### src/rtl/range_sensor_hub.sv
// -----------------------------------------------------------------------------
// range_sensor_hub
//
// N-channel range-sensor front end. A sample_tick snapshots every channel,
// then the channels are scanned one per clock. For each channel the scan:
//   - updates a moving-average filter of depth 2**AVG_LOG2,
//   - updates a near-obstacle flag that uses hysteresis,
//   - feeds a running minimum search over the eligible channels.
// All results are gathered in shadow registers and published together in a
// single cycle, marked by a one-cycle result_valid pulse.
//
// Optional feature (compile-time macro STUCK_DETECT_EN):
//   When defined, each channel tracks how many consecutive raw samples held
//   the same value. A channel whose value repeats STUCK_LIMIT times is flagged
//   in stuck_vec and is left out of the minimum search. When the macro is not
//   defined, no extra storage is built and stuck_vec is tied to zero.
//
// Ports:
//   clk_clk       in   system clock
//   reset_reset   in   asynchronous active-high reset
//   sample_tick   in   single-cycle strobe that starts a snapshot and scan
//   sensor_data   in   raw readings, channel i at [i*DATA_W +: DATA_W]
//   near_thresh   in   near-obstacle set threshold
//   hyst          in   hysteresis added to near_thresh for the clear level
//   overrun_clr   in   clears the sticky overrun flag
//   filt_data     out  filtered readings, same packing as sensor_data
//   near_vec      out  per-channel near flag
//   min_dist      out  smallest filtered reading among eligible channels
//   min_idx       out  channel index of min_dist
//   result_valid  out  one-cycle pulse when new results are published
//   busy          out  high while a scan is in progress
//   overrun       out  sticky, a tick arrived while busy
//   stuck_vec     out  per-channel stuck flag
// -----------------------------------------------------------------------------
module range_sensor_hub #(
    parameter int NUM_CH      = 6,
    parameter int DATA_W      = 9,
    parameter int AVG_LOG2    = 2,
    parameter int IDX_W       = 3,
    parameter int STUCK_LIMIT = 8
) (
    input  logic                       clk_clk,
    input  logic                       reset_reset,
    input  logic                       sample_tick,
    input  logic [NUM_CH*DATA_W-1:0]   sensor_data,
    input  logic [DATA_W-1:0]          near_thresh,
    input  logic [DATA_W-1:0]          hyst,
    input  logic                       overrun_clr,
    output logic [NUM_CH*DATA_W-1:0]   filt_data,
    output logic [NUM_CH-1:0]          near_vec,
    output logic [DATA_W-1:0]          min_dist,
    output logic [IDX_W-1:0]           min_idx,
    output logic                       result_valid,
    output logic                       busy,
    output logic                       overrun,
    output logic [NUM_CH-1:0]          stuck_vec
);

    // -------------------------------------------------------------------------
    // Derived sizes
    // -------------------------------------------------------------------------
    localparam int DEPTH = 1 << AVG_LOG2;
    // A depth-1 history still needs a 1-bit pointer; it simply never moves.
    localparam int PTR_W = (AVG_LOG2 > 0) ? AVG_LOG2 : 1;
    localparam int SUM_W = DATA_W + AVG_LOG2;
    localparam int CH_W  = (NUM_CH > 1) ? $clog2(NUM_CH) : 1;

    localparam logic [DATA_W-1:0] ALL_ONES = '1;
    // Sum of a history that is entirely all-ones.
    localparam logic [SUM_W-1:0]  SUM_RST  = SUM_W'(ALL_ONES) << AVG_LOG2;

    typedef enum logic [1:0] {
        S_IDLE    = 2'd0,
        S_SCAN    = 2'd1,
        S_PUBLISH = 2'd2
    } state_t;

    // -------------------------------------------------------------------------
    // State
    // -------------------------------------------------------------------------
    state_t                 state_reg;
    state_t                 state_next;

    logic [CH_W-1:0]        ch_reg;
    logic [PTR_W-1:0]       wr_ptr_reg;

    logic [DATA_W-1:0]      snap_reg   [NUM_CH];
    logic [DATA_W-1:0]      hist_reg   [NUM_CH][DEPTH];
    logic [SUM_W-1:0]       sum_reg    [NUM_CH];

    // Shadow results built up during the scan.
    logic [DATA_W-1:0]      sh_filt_reg [NUM_CH];
    logic [NUM_CH-1:0]      sh_near_reg;
    logic [DATA_W-1:0]      run_min_reg;
    logic [IDX_W-1:0]       run_idx_reg;

    // Published results.
    logic [DATA_W-1:0]      filt_reg   [NUM_CH];
    logic [NUM_CH-1:0]      near_vec_reg;
    logic [DATA_W-1:0]      min_dist_reg;
    logic [IDX_W-1:0]       min_idx_reg;
    logic                   result_valid_reg;
    logic                   busy_reg;
    logic                   overrun_reg;

    // FSM strobes
    logic                   accept_tick;
    logic                   scan_en;
    logic                   publish_en;
    logic                   last_ch;

    // Scan datapath
    logic [DATA_W-1:0]      cur_raw;
    logic [DATA_W-1:0]      cur_old;
    logic [SUM_W-1:0]       sum_new;
    logic [DATA_W-1:0]      filt_new;
    logic [DATA_W:0]        clr_wide;
    logic [DATA_W-1:0]      clr_level;
    logic                   near_new;
    logic [DATA_W-1:0]      base_min;
    logic [IDX_W-1:0]       base_idx;
    logic [DATA_W-1:0]      run_min_next;
    logic [IDX_W-1:0]       run_idx_next;
    logic                   stuck_new;
    logic [PTR_W-1:0]       wr_ptr_next;

    // -------------------------------------------------------------------------
    // FSM: next state and strobes
    // -------------------------------------------------------------------------
    assign last_ch = (ch_reg == CH_W'(NUM_CH - 1));

    always_comb begin
        state_next  = state_reg;
        accept_tick = 1'b0;
        scan_en     = 1'b0;
        publish_en  = 1'b0;
        case (state_reg)
            S_IDLE: begin
                if (sample_tick) begin
                    accept_tick = 1'b1;
                    state_next  = S_SCAN;
                end
            end
            S_SCAN: begin
                scan_en = 1'b1;
                if (last_ch) begin
                    state_next = S_PUBLISH;
                end
            end
            S_PUBLISH: begin
                publish_en = 1'b1;
                state_next = S_IDLE;
            end
            default: begin
                state_next = S_IDLE;
            end
        endcase
    end

    // -------------------------------------------------------------------------
    // Scan datapath for the channel selected by ch_reg
    // -------------------------------------------------------------------------
    always_comb begin
        cur_raw  = snap_reg[ch_reg];
        cur_old  = hist_reg[ch_reg][wr_ptr_reg];
        // Modular add/subtract is exact because the true sum always fits.
        sum_new  = sum_reg[ch_reg] + SUM_W'(cur_raw) - SUM_W'(cur_old);
        filt_new = DATA_W'(sum_new >> AVG_LOG2);

        // Clear level saturates instead of wrapping to a small value.
        clr_wide  = {1'b0, near_thresh} + {1'b0, hyst};
        clr_level = clr_wide[DATA_W] ? ALL_ONES : clr_wide[DATA_W-1:0];

        // Set has priority; between the two levels the flag is held.
        near_new = sh_near_reg[ch_reg];
        if (filt_new < near_thresh) begin
            near_new = 1'b1;
        end else if (filt_new >= clr_level) begin
            near_new = 1'b0;
        end

        // Channel 0 restarts the running minimum from the all-ones value.
        base_min = (ch_reg == '0) ? ALL_ONES : run_min_reg;
        base_idx = (ch_reg == '0) ? '0       : run_idx_reg;
        run_min_next = base_min;
        run_idx_next = base_idx;
        // Strict compare in ascending order keeps the lowest index on ties.
        if (!stuck_new && (filt_new < base_min)) begin
            run_min_next = filt_new;
            run_idx_next = IDX_W'(ch_reg);
        end

        wr_ptr_next = (wr_ptr_reg == PTR_W'(DEPTH - 1)) ? '0 : wr_ptr_reg + 1'b1;
    end

    // -------------------------------------------------------------------------
    // Main sequential logic
    // -------------------------------------------------------------------------
    always_ff @(posedge clk_clk or posedge reset_reset) begin
        if (reset_reset) begin
            state_reg        <= S_IDLE;
            ch_reg           <= '0;
            wr_ptr_reg       <= '0;
            sh_near_reg      <= '0;
            run_min_reg      <= ALL_ONES;
            run_idx_reg      <= '0;
            near_vec_reg     <= '0;
            min_dist_reg     <= ALL_ONES;
            min_idx_reg      <= '0;
            result_valid_reg <= 1'b0;
            busy_reg         <= 1'b0;
            overrun_reg      <= 1'b0;
            for (int i = 0; i < NUM_CH; i++) begin
                snap_reg[i]    <= ALL_ONES;
                sum_reg[i]     <= SUM_RST;
                sh_filt_reg[i] <= ALL_ONES;
                filt_reg[i]    <= ALL_ONES;
                for (int j = 0; j < DEPTH; j++) begin
                    hist_reg[i][j] <= ALL_ONES;
                end
            end
        end else begin
            state_reg        <= state_next;
            result_valid_reg <= publish_en;

            // A tick outside IDLE is dropped; setting beats clearing.
            if (sample_tick && (state_reg != S_IDLE)) begin
                overrun_reg <= 1'b1;
            end else if (overrun_clr) begin
                overrun_reg <= 1'b0;
            end

            if (accept_tick) begin
                ch_reg   <= '0;
                busy_reg <= 1'b1;
                for (int i = 0; i < NUM_CH; i++) begin
                    snap_reg[i] <= sensor_data[i*DATA_W +: DATA_W];
                end
            end

            if (scan_en) begin
                hist_reg[ch_reg][wr_ptr_reg] <= cur_raw;
                sum_reg[ch_reg]              <= sum_new;
                sh_filt_reg[ch_reg]          <= filt_new;
                sh_near_reg[ch_reg]          <= near_new;
                run_min_reg                  <= run_min_next;
                run_idx_reg                  <= run_idx_next;
                ch_reg                       <= ch_reg + CH_W'(1);
            end

            if (publish_en) begin
                // The shared pointer moves once per completed scan so every
                // channel sees the same oldest slot during the next scan.
                wr_ptr_reg   <= wr_ptr_next;
                near_vec_reg <= sh_near_reg;
                min_dist_reg <= run_min_reg;
                min_idx_reg  <= run_idx_reg;
                busy_reg     <= 1'b0;
                for (int i = 0; i < NUM_CH; i++) begin
                    filt_reg[i] <= sh_filt_reg[i];
                end
            end
        end
    end

`ifdef STUCK_DETECT_EN
    // -------------------------------------------------------------------------
    // Stuck-sensor detection
    // rep_cnt counts consecutive identical samples including the latest one;
    // zero means no sample has been seen since reset.
    // -------------------------------------------------------------------------
    localparam int CNT_W = $clog2(STUCK_LIMIT + 1);

    logic [DATA_W-1:0]  last_raw_reg [NUM_CH];
    logic [CNT_W-1:0]   rep_cnt_reg  [NUM_CH];
    logic [NUM_CH-1:0]  sh_stuck_reg;
    logic [NUM_CH-1:0]  stuck_vec_reg;
    logic [CNT_W-1:0]   cur_cnt;
    logic [CNT_W-1:0]   cnt_new;

    always_comb begin
        cur_cnt = rep_cnt_reg[ch_reg];
        cnt_new = CNT_W'(1);
        if ((cur_cnt != '0) && (cur_raw == last_raw_reg[ch_reg])) begin
            cnt_new = (cur_cnt >= CNT_W'(STUCK_LIMIT)) ? cur_cnt : cur_cnt + 1'b1;
        end
        stuck_new = (cnt_new >= CNT_W'(STUCK_LIMIT));
    end

    always_ff @(posedge clk_clk or posedge reset_reset) begin
        if (reset_reset) begin
            sh_stuck_reg  <= '0;
            stuck_vec_reg <= '0;
            for (int i = 0; i < NUM_CH; i++) begin
                last_raw_reg[i] <= ALL_ONES;
                rep_cnt_reg[i]  <= '0;
            end
        end else begin
            if (scan_en) begin
                last_raw_reg[ch_reg] <= cur_raw;
                rep_cnt_reg[ch_reg]  <= cnt_new;
                sh_stuck_reg[ch_reg] <= stuck_new;
            end
            if (publish_en) begin
                stuck_vec_reg <= sh_stuck_reg;
            end
        end
    end

    assign stuck_vec = stuck_vec_reg;
`else
    assign stuck_new = 1'b0;
    assign stuck_vec = '0;
`endif

    // -------------------------------------------------------------------------
    // Output packing
    // -------------------------------------------------------------------------
    genvar gi;
    generate
        for (gi = 0; gi < NUM_CH; gi++) begin : g_pack
            assign filt_data[gi*DATA_W +: DATA_W] = filt_reg[gi];
        end
    endgenerate

    assign near_vec     = near_vec_reg;
    assign min_dist     = min_dist_reg;
    assign min_idx      = min_idx_reg;
    assign result_valid = result_valid_reg;
    assign busy         = busy_reg;
    assign overrun      = overrun_reg;

endmodule

### config.mk
export PLATFORM = sky130hd
export DESIGN_NAME = range_sensor_hub
export DESIGN_NICKNAME = d
export VERILOG_FILES = /design/src/rtl/range_sensor_hub.sv
export SDC_FILE = /design/constraint.sdc
export NUM_CORES = 1
export LEC_CHECK = 0
export ABC_AREA = 1
export CAP_MARGIN = 20
export CORE_MARGIN = 2
export CORE_UTILIZATION = 50
export DETAILED_ROUTE_END_ITERATION = 8
export PLACE_DENSITY_LB_ADDON = 0.25
export SYNTH_ARGS = -nofsm -noshare
export SYNTH_HDL_FRONTEND = slang
export SYNTH_SLANG_ARGS = --single-unit
### constraint.sdc
create_clock -name clk_clk -period 21.2 [get_ports clk_clk]
set_input_delay 4.24 -clock clk_clk [delete_from_list [all_inputs] [get_ports clk_clk]]
set_output_delay 4.24 -clock clk_clk [all_outputs]
set_load 0.02 [all_outputs]
io_placement.png
Pins as bars across the die edge, other pins in gray.
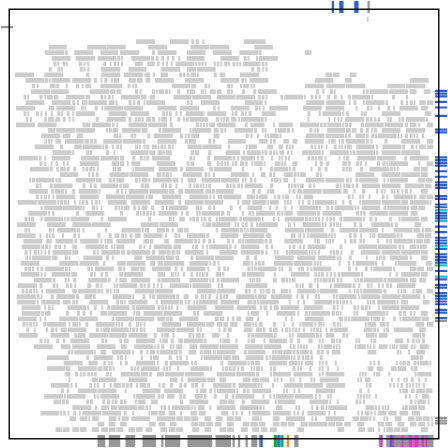
- filt_data: blue (pins 54; direction output; edge 46 right, 5 top, 3 bottom)
- near_thresh: magenta (pins 9; direction input; edge bottom)
- near_vec: cyan (pins 6; direction output; edge 5 right, 1 bottom)
- result_valid: orange (pins 1; direction output; edge bottom)
- min_idx: green (pins 3; direction output; edge bottom)
- all pins by edge: 95 bottom, 55 right, 6 top, 1 left

clk_routes.png
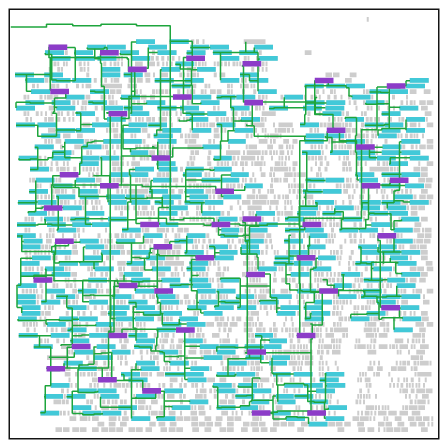
- flip-flops: cyan (count 436)
- clock drivers: purple (count 45)
- clock wires: green (length 5370 um)
- routed clock nets: 46
clock skew: 0.01826 ns
clk latency late pin: 0.60 ns

==> results.txt <==
yosys + openroad results -> status finished, final reports clean, Top area cell types dfstp_2, a21oi_1, nand2_1, clock-cell share of area under 10%, FF+latch count ~440, max FFs per register 216, CP Class input port to register, nets@finish 2608, GRT met1 Usage between 30% and 40%, Ports around 160, Sum Neg Setup Slack 0 ns, post-layout period usage between 30% and 40%, IO Port Bufs 150, area leader, netlist dfstp_2, HPWL Detailed roughly 37000 um, gr busiest metal met2, Reg2Reg Capture Point run_idx_reg[2]$_DFFE_PP0P_, nature of the critical path startpoint input port, cts bufs inserted 45, largest net degree at the start of global routing ~120, Worst Setup End Kind register, pre-CTS setup slack about 14 ns, die height 210.0 um, DR iter-0 viols 1343, synth warn 0, Sequential Area roughly 11000 um^2, CP cell instances clkdlybuf4s50_1 -> ha_1 -> a21oi_1 -> nand2_1 -> nand2_1 -> nand2_1 -> nor2_1 -> inv_1 -> or2_2 -> ha_1 -> nor2_1 -> o21ai_0 -> nand2_1 -> nand2_1 -> nand2_1 -> nand2_1 -> nand2_1 -> nand2_1 -> nand2_1 -> nand3_1 -> nand2_1 -> nand2_1 -> nand2_1, clock slew at reported path FFs 0.06 ns, inverters 180, Worst path most repeated cell nand2_1, crit path from near_thresh[4], final instance area ~25000 um^2, initial antenna violation count 0, Flops after synth between 400 and 500, Die Wd 210.0 um, FMAX ~0.15 GHz, Min-Delay Path Class register to register, OpenROAD warning count 35, met3 Use GR under 10%, Cell Type Count around 42, Adder Share, Synth under 10%, synth-to-layout area growth 15.93%, MUX area fraction 2.070%, worst stage delay on the critical path approximately 0.44 ns, CP arrival ~7.3 ns, TritonCTS clock tree built, Setup crit end sh_near_reg[4]$_DFFE_PP0P_, gr ovfl total 0, mi-comb count approximately 1.6k, Hold Crit Start min_dist[7]$_DFFE_PP1P_, crit path time final ~6.8 ns, GRT Util Overall between 20% and 30%, fin cells approximately 3.0k, CTS Root Cell clkbuf_16, most frequent cells after synthesis dfstp_2, nand2_1, nor2_1, RSZ-0062 raised after global routing no, vias in the first global route roughly 17k, logic share of the area around 35%, M1 WL 24480 um, largest cell class by area sequential cells, Final WS setup approximately 14 ns, # diodes 0, Post-CTS Hold Buffers 0, final core utilization between 50 and 60%, Synth Area per Inst just under 9 um^2, Top cell area share between 40% and 50%, worst r2r src ch_reg[0]$_DFFE_PP0P_, Comb gate area around 8500 um^2, Post-synth EDFFs 0, WL final 57340 um, AO/OA Area Share 16.93%, GR Util met2 between 40 and 50%, Netlist Area Pre-Place 21220 um^2, clk_buf instances ~64, Fill cells ~3.6k, yosys xor share less than 1%, Area after DPL between 20000 and 25000 um^2, placed cells between 2k and 3k, Yosys top cell by instances dfstp_2, final hold slack between 0.4 and 0.5 ns, Final Hold Violation Tally 0
wires.png
Scale bar: 50 um.
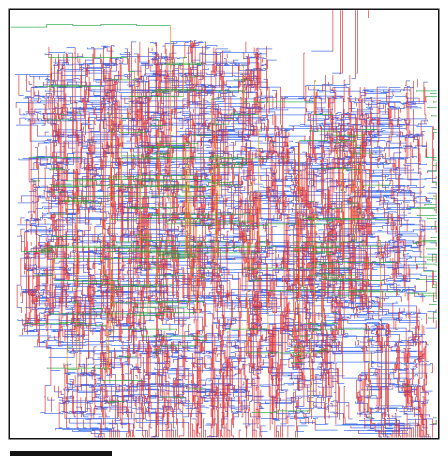
- metal 4: orange (wire length 1860 um)
- metal 1: blue (wire length 24.5 mm)
- metal 2: red (wire length 27.4 mm)
- metal 3: green (wire length 3600 um)

-- cell usage in the layout (no fill, tap or decap), types with 5 or more instances in the layout --
cell and instances:
dfstp_2 396, nand2_1 377, nor2_1 369, a21oi_1 298, o21ai_0 247, inv_1 166
clkdlybuf4s50_1 150, nand3_1 61, ha_1 50, clkbuf_16 46, a221oi_1 42, mux2_2 39
dfrtp_1 39, buf_4 28, o211ai_1 20, nor2_2 19, clkbuf_1 12, nor2_4 11
fa_1 10, clkinv_2 9, inv_2 8, a21oi_2 8, o221ai_1 8, o21bai_1 7
nand2_2 6, or2_2 6, a211oi_1 6, o22ai_1 6, conb_1 6, clkbuf_8 6
xor2_1 5, xnor2_1 5, o2111ai_1 5, bufinv_16 5
